$ cat src/rtl/pccu_pc_ctrl.sv
// Program counter control: holds the fetch PC, steps by PC_INC or loads a branch target; one-cycle latency.
// Optional PCCU_BRANCH_ALIGN_EN clears bit 0 of branch targets and adds a registered misaligned flag.
module pccu_pc_ctrl #(
  parameter int                     PC_WIDTH     = 32,
  parameter logic [PC_WIDTH-1:0]    RESET_VECTOR = '0,
  parameter int                     PC_INC       = 4
) (
  input  logic                clk,
  input  logic                rst_n,
  input  logic                go,
  input  logic                selPCsrc,
  input  logic [PC_WIDTH-1:0] branchIn,
  output logic [PC_WIDTH-1:0] PC,
`ifdef PCCU_BRANCH_ALIGN_EN
  output logic                misaligned,
`endif
  output logic                valid
);

  localparam logic [PC_WIDTH-1:0] LP_INC = PC_WIDTH'(PC_INC);

  logic [PC_WIDTH-1:0] r_pc;
  logic                r_valid;
  logic [PC_WIDTH-1:0] w_target;
  logic [PC_WIDTH-1:0] w_next_pc;

`ifdef PCCU_BRANCH_ALIGN_EN
  // JALR semantics: the low bit of a jump target is always discarded
  assign w_target = {branchIn[PC_WIDTH-1:1], 1'b0};
`else
  assign w_target = branchIn;
`endif

  always_comb begin
    w_next_pc = r_pc + LP_INC;
    if (selPCsrc) begin
      w_next_pc = w_target;
    end
  end

  always_ff @(posedge clk) begin
    if (!rst_n) begin
      r_pc    <= RESET_VECTOR;
      r_valid <= 1'b0;
    end else if (go) begin
      r_pc    <= w_next_pc;
      r_valid <= 1'b1;
    end else begin
      r_valid <= 1'b0;
    end
  end

`ifdef PCCU_BRANCH_ALIGN_EN
  logic r_misaligned;

  // Flag only tracks the most recent update; a hold keeps the last value
  always_ff @(posedge clk) begin
    if (!rst_n) begin
      r_misaligned <= 1'b0;
    end else if (go) begin
      r_misaligned <= selPCsrc & branchIn[1];
    end
  end

  assign misaligned = r_misaligned;
`endif

  assign PC    = r_pc;
  assign valid = r_valid;

endmodule

$ cat config.mk
export PLATFORM = sky130hd
export DESIGN_NAME = pccu_pc_ctrl
export DESIGN_NICKNAME = d
export VERILOG_FILES = /design/src/rtl/pccu_pc_ctrl.sv
export SDC_FILE = /design/constraint.sdc
export NUM_CORES = 1
export LEC_CHECK = 0
export CAP_MARGIN = 20
export CORE_MARGIN = 1
export CORE_UTILIZATION = 47
export CTS_CLUSTER_DIAMETER = 80
export CTS_CLUSTER_SIZE = 14
export DETAILED_ROUTE_END_ITERATION = 6
export PLACE_DENSITY = 0.85
export SETUP_SLACK_MARGIN = 0.5
export SYNTH_ARGS = -nofsm -noshare
export SYNTH_HDL_FRONTEND = slang
export SYNTH_SLANG_ARGS = --single-unit
$ cat constraint.sdc
create_clock -name clk -period 2.3 [get_ports clk]
set_input_delay 0.23 -clock clk [delete_from_list [all_inputs] [get_ports clk]]
set_output_delay 0.23 -clock clk [all_outputs]
set_load 0.005 [all_outputs]
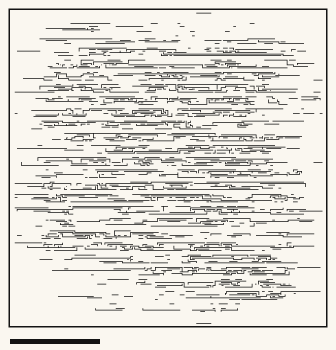
(run_1/met1.png)
The bar under the picture is 20 µm long.
The longest straight run is 26.7 µm. 371 nets have wire on it. The wires run mostly horizontal.

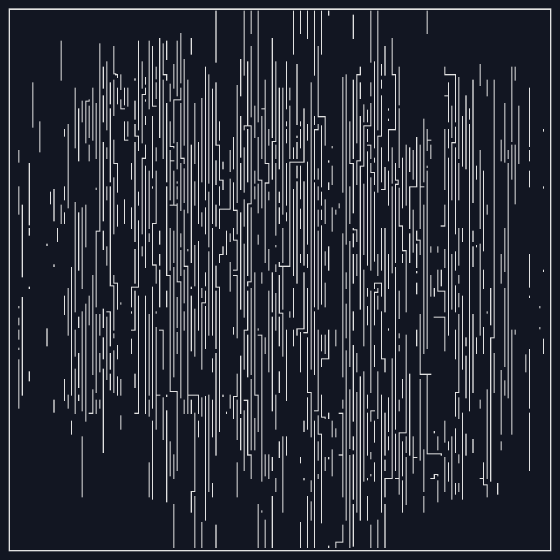
(run_1/met2.png)
363 nets have wire on it. The layer carries 3860 µm of wire. The layer holds 48% of the routed length. The longest straight run is 37.4 µm.

==> impl.org, run 1 <==
* Implementation run

** GRT
- Number of antenna violations at the first check in global routing :: 0
- For this run, the total global-route usage over all layers was measured as 0.296.
- Per the GRT congestion report, total overflow comes to 0.
- Number of global-route vias before repair :: 2439
- Entering global routing, the biggest net connects 37 pins.

** Finish
- In the final layout, the share of cells above drive strength 1 is 0.235.
- Portion of the layout cell area used by non-clock buffers :: 0.297
- In the final layout, the fill cell count is about 330.
- Antenna fix cells :: 0
- Leaving out the clock tree, the finished layout contains a buffer count of 111.
- The multi-input combinational cells in the finished layout cover a total of between 1500 and 2000 µm².
- Final core area utilization :: 0.765

** Power
- For this design the total switching power over the nets is around 0.43 mW.
- Per the OpenROAD power report, leakage power amounts to around 1.2 nW.
- Ranked by power, first place goes to registers.
- Combinational cell fraction of total power :: 0.237
- Sequential-cell power consumption :: between 0.6 and 0.7 mW
- In the power breakdown, the internal column shows a little over 1 mW.
- Switching power share of the total :: 0.298
- The combinational power reported by the tool is between 0.3 and 0.4 mW.

** Synthesis
- Top area contributor share :: 0.299
- Most used flip-flop cell :: sky130_fd_sc_hd__dfxtp_1
- Post-synth top cells :: 33 x sky130_fd_sc_hd__dfxtp_1, 27 x sky130_fd_sc_hd__nand2_1, 21 x sky130_fd_sc_hd__nand3_1
- Share of synthesized registers carrying an async set or reset :: 0
- Synthesis area per yosys :: 2210 µm²
- Sequential fraction of the synthesis area :: 0.299
- The most frequently used library cell after synthesis is sky130_fd_sc_hd__dfxtp_1.
- Sorting the synthesized cells by area gives the leading types as sky130_fd_sc_hd__dfxtp_1 30%, sky130_fd_sc_hd__nand3_1 4.8%, sky130_fd_sc_hd__nand2_1 4.6%.
- The biggest area contributor in the post-synthesis netlist is sky130_fd_sc_hd__dfxtp_1.
- Netlist area before placement :: around 2200 µm²
- Distinct lib cells used :: 58
- Synthesis handed over a netlist of around 280 instances.
- For this run, the number of Yosys warnings is 0.

** Floorplan
- In this run the count of I/O pins placed on the die edge is 69.
- The floorplan step defined a die boundary enclosing 4980 µm².
- The region available for standard cell placement spans roughly 4400 µm².
- Total number of placement rows :: 24
- From bottom edge to top edge, the die measures between 70 and 80 µm.
- Die Width :: around 71 µm

** Final timing
- Setup repair after global routing could not meet its margin everywhere.
- The last timing report of the flow puts the setup violation total at 0.
- Tightest Pin Transition :: between 0.5 and 0.6 ns
- Post-route clock period utilization :: 0.785
- The smallest clock period supported by the final layout is computed as between 1.5 and 2 ns.

** CTS
- Clock net sink count :: 33
- Per the post-CTS timing run, clock transition at the registers of the reported paths is 0.07 ns.
- Clock buffer count from CTS :: 5
- Counting along the longest clock path gives a buffer depth of 2.
- Gates resized during post-CTS repair numbered 13.
- Per the repair_timing log after CTS, setup buffers inserted total 4.

** Critical path
- Startpoint types :: flop
- Capturing instance or port of the critical path :: PC[22]$_SDFFE_PN0P_
- According to the timing report, the arrival time at the worst endpoint equals 1.97 ns.
- Critical path's slowest cell :: sky130_fd_sc_hd__or4_4
- Critical R2R Capture :: PC[22]$_SDFFE_PN0P_
- On the critical path the largest part of the delay comes from simple AND/OR/NAND/NOR gates.
- Critical register-to-register path startpoint :: PC[3]$_SDFFE_PN0P_
- Maximum cell stage delay along the critical path :: about 0.56 ns
- Crit. path cell count :: 5
- FF-to-FF path depth :: 5
- Type of the worst setup path :: reg2reg

** Worst hold path
- Worst hold endpoint :: PC[1]$_SDFFE_PN0P_
- Number of stages on the worst hold path :: 2
- Startpoint of the lowest-slack hold path :: PC[1]$_SDFFE_PN0P_

** Status
- Run status :: complete, but fails checks
- Violated checks :: design-rule violations

** Drt
- Summed over all layers, the routed wires come to approximately 8 mm.
- Routed wire length per instance :: 18.6 µm
- After detailed routing, the number of remaining DRC violations is 10.

** Run
- Maximum capacitance violations :: 0

** Place
- GPL Wtd Cong :: approximately 0.9
- Count of buffers from port buffering :: 68
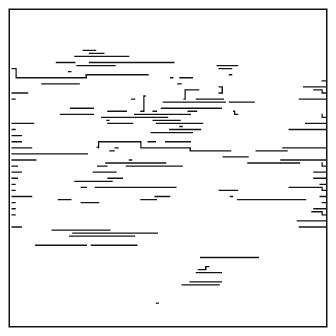
(run_1/met3.png)
The wires run mostly horizontal. The layer carries 645 µm of wire. The longest straight run is 18.9 µm. 92 nets have wire on it. The layer holds 8.1% of the routed length.

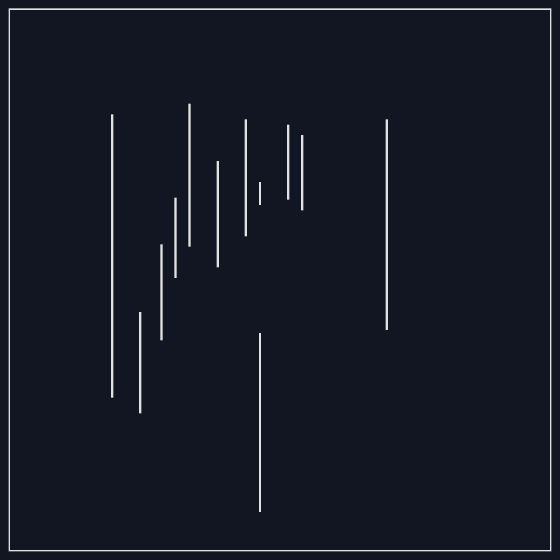
(run_1/met4.png)
The layer carries 191 µm of wire. The wires run mostly vertical. The layer holds 2.4% of the routed length.

## run 1: per-stage QoR
| stage | total power [mW] | area (µm²) | cells | hold slack (ns) | setup WS (ns) |
|---|---|---|---|---|---|
| 6_report | 1.43 | 3400 | 431 | 0.453 | 0.495 |
| 5_1_grt | 1.50 | 3400 | 431 | 0.484 | 0.426 |
| 4_1_cts | 1.40 | 3180 | 407 | 0.455 | 0.494 |
| 3_5_place_dp | 0.980 | 3020 | 395 | 0.446 | 0.256 |
| 3_3_place_gp | 0.976 | 3020 | 395 | 0.444 | 0.306 |
| 2_1_floorplan | 0.808 | 2290 | 282 | 0.366 | 0.496 |
## run 1: cell usage in the layout, fill, tap and decap left out, drive strengths merged, types with 3 or more instances in the layout
cell and count:
clkdlybuf4s50 66, buf 42, dfxtp 33, nand2 28
nand3 22, nor2 16, o21ai 13, nand4 11
a22oi 10, a22o 9, a21oi 9, and3 9
nor3 9, o211ai 7, nor4 7, or4 7
inv 6, clkbuf 6, a31oi 5, a32o 5
a32oi 4, mux2i 4, nor4b 4, a211oi 4
o311ai 4, o2111ai 3, clkinv 3
## run 1: logic make-up (layout without fill, tap and decap cells)
group	count (synthesis)	in the layout	share of synthesized area
adders and majority gates	1	1	0.00566
and+or+nand+nor	125	125	0.305
AOI/OAI and AO/OA	88	88	0.298
DFF	33	33	0.299
buffers and inverters	29	126	0.0640
muxes	6	6	0.0283
## run 1: per-layer routing
layer / wire length, µm / GRT usage
met1: 3320 / 0.384
met2: 3860 / 0.491
met3: 645 / 0.0570
met4: 191 / 0.109
met5: 0 / 0
## run 1: worst min-delay path, cell delays in order, from the launching register on
cell and delay (ns):
sky130_fd_sc_hd__dfxtp_1 0.31, sky130_fd_sc_hd__nand2_1 0.05, sky130_fd_sc_hd__a21oi_1 0.05
==> run_1/final_congestion.png <==
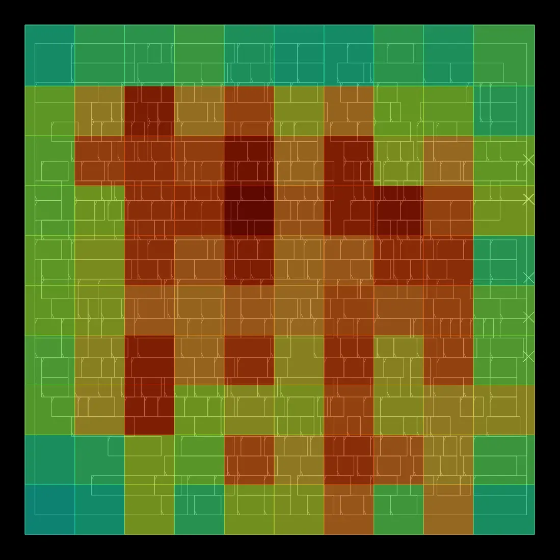

--- run 2 (diff from run 1) ---
clock period = 1.8 ns   (was 2.3 ns; I/O delays follow)
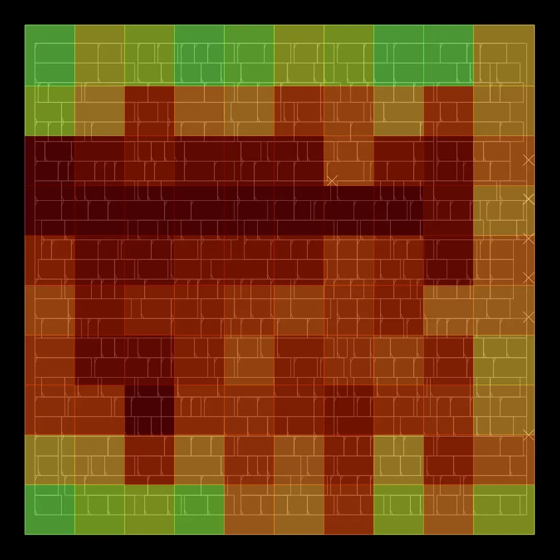
(run_2/final_congestion.png)
global routing met1 resource utilization: 0.521
routed wire length per instance: 26.1 µm
met2 Resource Use GR: 0.767

==> run 2 against run 1 <==
  * The flow finishes with violations (design-rule violations, negative setup slack)
  * Global-route usage increased by 16 points
  * Via count increased by 27%
  * Clock skew increased by 0.012 ns
  * First-iteration DRC count increased by 90%
  * Routed wire length increased by 57%
==> impl.org, run 2 <==
* Implementation run

** Status
- The run finished, with violations left.
- The final reports fail on design-rule violations, negative setup slack.

** Synthesis
- Distinct lib cells used :: 58
- The synthesized netlist has a Yosys-reported chip area of 2210 µm².
- Netlist area before placement :: 2210 µm²
- The synthesized design spends more area on one cell type than any other, namely sky130_fd_sc_hd__dfxtp_1.
- Post-synth top cells :: 33 x sky130_fd_sc_hd__dfxtp_1, 27 x sky130_fd_sc_hd__nand2_1, 21 x sky130_fd_sc_hd__nand3_1
- Main area contributors after synthesis :: sky130_fd_sc_hd__dfxtp_1 30%, sky130_fd_sc_hd__nand3_1 4.8%, sky130_fd_sc_hd__nand2_1 4.6%
- Total nets after synthesis :: approximately 320
- Most used flip-flop cell :: sky130_fd_sc_hd__dfxtp_1
- Synth top cell by count :: sky130_fd_sc_hd__dfxtp_1
- The post-synth count of flops with an enable pin is 0.
- The share of synthesized area in the top cell type comes to 0.299.
- Number of warnings printed during yosys synthesis :: 0
- Once synthesis finished, the tally of register bits stood at 33.
- The number of cells reported by Yosys stat comes to about 280.
- Share of synthesized registers carrying an async set or reset :: 0
- Sequential fraction of the synthesis area :: 0.299
- The cell count after synthesis came out at around 280.
- A synthesized cell averages around 7.8 µm².

** Critical path
- The critical path crosses 6 cells after its start point.
- Critical register-to-register path startpoint :: PC[2]$_SDFFE_PN0P_
- Sequence of cells on the critical path :: ha_4, nand3_4, buf_6, or4_4, o2111ai_1, o211ai_1
- Flop-to-flop setup slack :: -0.33 ns
- FF-to-FF path depth :: 6
- Maximum cell stage delay along the critical path :: about 0.48 ns
- Looking at the setup timing report, the critical path kind is reg2reg.
- Launch point of the worst path :: PC[2]$_SDFFE_PN0P_
- Cell type group with the largest total delay on the critical path :: AND-OR/OR-AND gates
- Startpoint types :: flop
- CP Data Arrival Time :: 2.27 ns
- The worst setup path is captured at a flop.
- STA lists the endpoint of the worst register-to-register path as PC[18]$_SDFFE_PN0P_.
- Per STA, the endpoint of the critical path is PC[18]$_SDFFE_PN0P_.
- The number of buffers and inverters on the critical path is 1.
- Peak fanout along the critical path :: 5
- The timing report shows that the slowest cell on the worst path is sky130_fd_sc_hd__or4_4.
- Worst EP required :: 1.94 ns

** GRT
- The first global-routing pass estimated ~18 mm of wire.
- Per the GRT congestion report, total overflow comes to 0.
- Number of antenna violations at the first check in global routing :: 0
- The via count of the first global-routing pass was roughly 3400.
- In the global route stage, overall resource usage came out at 0.457.
- Entering global routing, the biggest net connects 19 pins.

** Floorplan
- According to the floorplan report, the placeable core area is approximately 4400 µm².
- In the floorplan report the effective utilization is 0.497.
- Chip Height :: about 71 µm
- The die is roughly 70 µm wide.
- Number of top-level pins :: 69
- Total number of placement rows :: 24
- After floorplanning, the die was sized to cover roughly 5000 µm².

** Finish
- Top Layout Cells :: 70 x sky130_fd_sc_hd__buf_4, 34 x sky130_fd_sc_hd__clkdlybuf4s50_1, 26 x sky130_fd_sc_hd__nand2_1, 25 x sky130_fd_sc_hd__buf_6, 23 x sky130_fd_sc_hd__dlygate4sd2_1
- Antenna fix cells :: 0
- Post-route standard cell area excluding fillers :: 4150 µm²
- Nets@finish :: about 470
- Among logic cells in the layout, the one with the most instances is sky130_fd_sc_hd__buf_4.
- The register with the most flip-flops in the layout has 32 of them.
- Fraction of layout instances using a drive strength above 1 :: 0.442
- Final core area utilization :: 0.934
- The area growth from synthesis to layout is 87.9%.

** Drt
- For this block, the via count after detailed routing is 3597.
- Post-route antenna net violation count :: 0
- Remaining routing DRC violations :: 14
- Count of TritonRoute iterations in the first routing pass :: 7
- The detailed router reported a total wirelength of ~13 mm.
- For this block, the initial DRC count from the detailed router was approximately 860.
- Mean number of vias per cell :: roughly 7.4

** Final timing
- Counting endpoints that fail hold in the final report gives 0.
- Tightest Pin Transition :: 0.520 ns
- Final worst clock skew :: between 0.01 and 0.015 ns
- Post-route clock period utilization :: 1.18
- Timing would allow up to 470 MHz.
- Minimum period implied by the final worst setup slack :: 2.13 ns
- Final setup violation count :: 8
- Setup ws final :: -0.329 ns
- Normalized max-slew margin :: 0.654
- Setup repair after global routing missed its margin :: yes

** CTS
- TritonCTS built the clock tree.
- Insertion delay of the later-clocked pin in the worst-skew pair :: 0.32 ns
- In the CTS report, the clock slew at the register clock pins of the worst setup and hold paths is listed as around 0.08 ns.
- Buffers from clock root to sink, at most :: 2
- H-tree depth reported by CTS :: 2
- Clock tree synthesis inserted a total of 5 buffers.
- Clock root buffer :: sky130_fd_sc_hd__clkbuf_8
- Clock net sink count :: 33

** Run
- The stage logs contain a warning count of 29.
- Maximum capacitance violations :: 0

** Place
- Cell area reported after detailed placement :: approximately 3400 µm²
- Count of buffers from port buffering :: between 60 and 70
- GPL Wtd Cong :: between 0.8 and 0.9
- Detail Placement HPWL :: just over 6 mm

** Power
- Per the OpenROAD power report, leakage power amounts to around 1.8 nW.
- In this run the VDD rail shows a maximum IR drop of around 600 µV.
- Total power :: approximately 2.0 mW
- For this design the ratio of total power to cell area is 492 nW/µm².

** Worst hold path
- Number of stages on the worst hold path :: 3
- Worst hold endpoint :: PC[27]$_SDFFE_PN0P_
- Worst hold-check path type :: in2reg
- Startpoint of the lowest-slack hold path :: rst_n
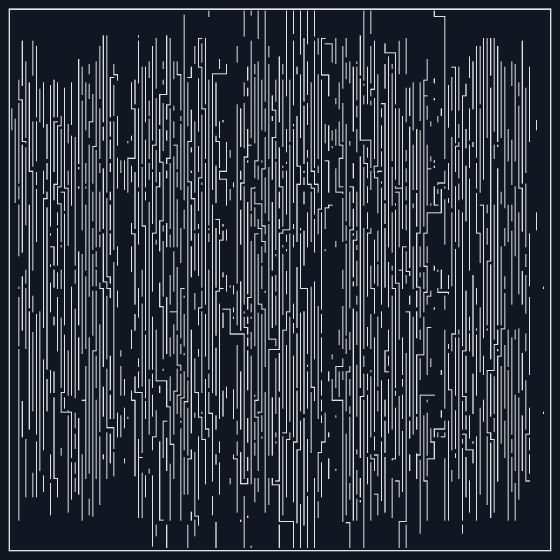
(run_2/met2.png)
The layer carries 5590 µm of wire. The longest straight run is 30.1 µm.

## run 2: power by group
part	switching (mW)	total [mW]	internal [mW]
clock	0.332	0.601	0.269
combinational	0.297	0.614	0.317
sequential	0.0582	0.829	0.770
## run 2: cell families (layout without fill, tap and decap cells)
family,Yosys count,after routing,synth area share
and+or+nand+nor,125,125,0.305
AOI/OAI and AO/OA,88,88,0.298
buffers and inverters,29,179,0.0640
DFF,33,33,0.299
muxes,6,6,0.0283
adders and majority gates,1,1,0.00566
## run 2: cell type report
class | count | area, µm²
clock buffers | 6 | 72.6
clock inverters | 2 | 10.0
fillers | 142 | 294
inverters | 7 | 26.3
multi-input cells | 220 | 1780
flip-flops and latches | 33 | 739
well taps | 52 | 65.1
repair buffers | 164 | 1460
## run 2: repair_timing
action,in CTS,in global routing
endpoints found under the hold margin,0,0
hold buffers,0,0
gates resized,118,48
pin swaps,27,21
buffers inserted,22,10
setup endpoints to repair,64,37
## run 2: per-layer routing
metal	up-vias	wire length, µm	track usage
met2	402	5590	0.767
met4	0	1130	0.313
li1	1422	-	-
met1	1634	4250	0.521
met3	139	1640	0.104
met5	-	0	0
## run 2: per-stage QoR
stage	instances	setup TNS [ns]	hold WS, ns	worst slack, ns
finish	484	-0.560	0.368	-0.329
global route	484	-0.940	0.367	-0.252
CTS	474	0	0.453	0.0627
detailed placement	444	-0.111	0.448	-0.0383
global placement	444	0	0.444	0.00818
floorplan	282	-0.00571	0.316	-0.00364
## run 2: worst min-delay path, stage by stage
cell	delay [ns]
sky130_fd_sc_hd__dlymetal6s2s_1	0.16
sky130_fd_sc_hd__buf_6	0.15
sky130_fd_sc_hd__and3_4	0.16
No activity file was given, so power comes from the tool's default toggle rates.
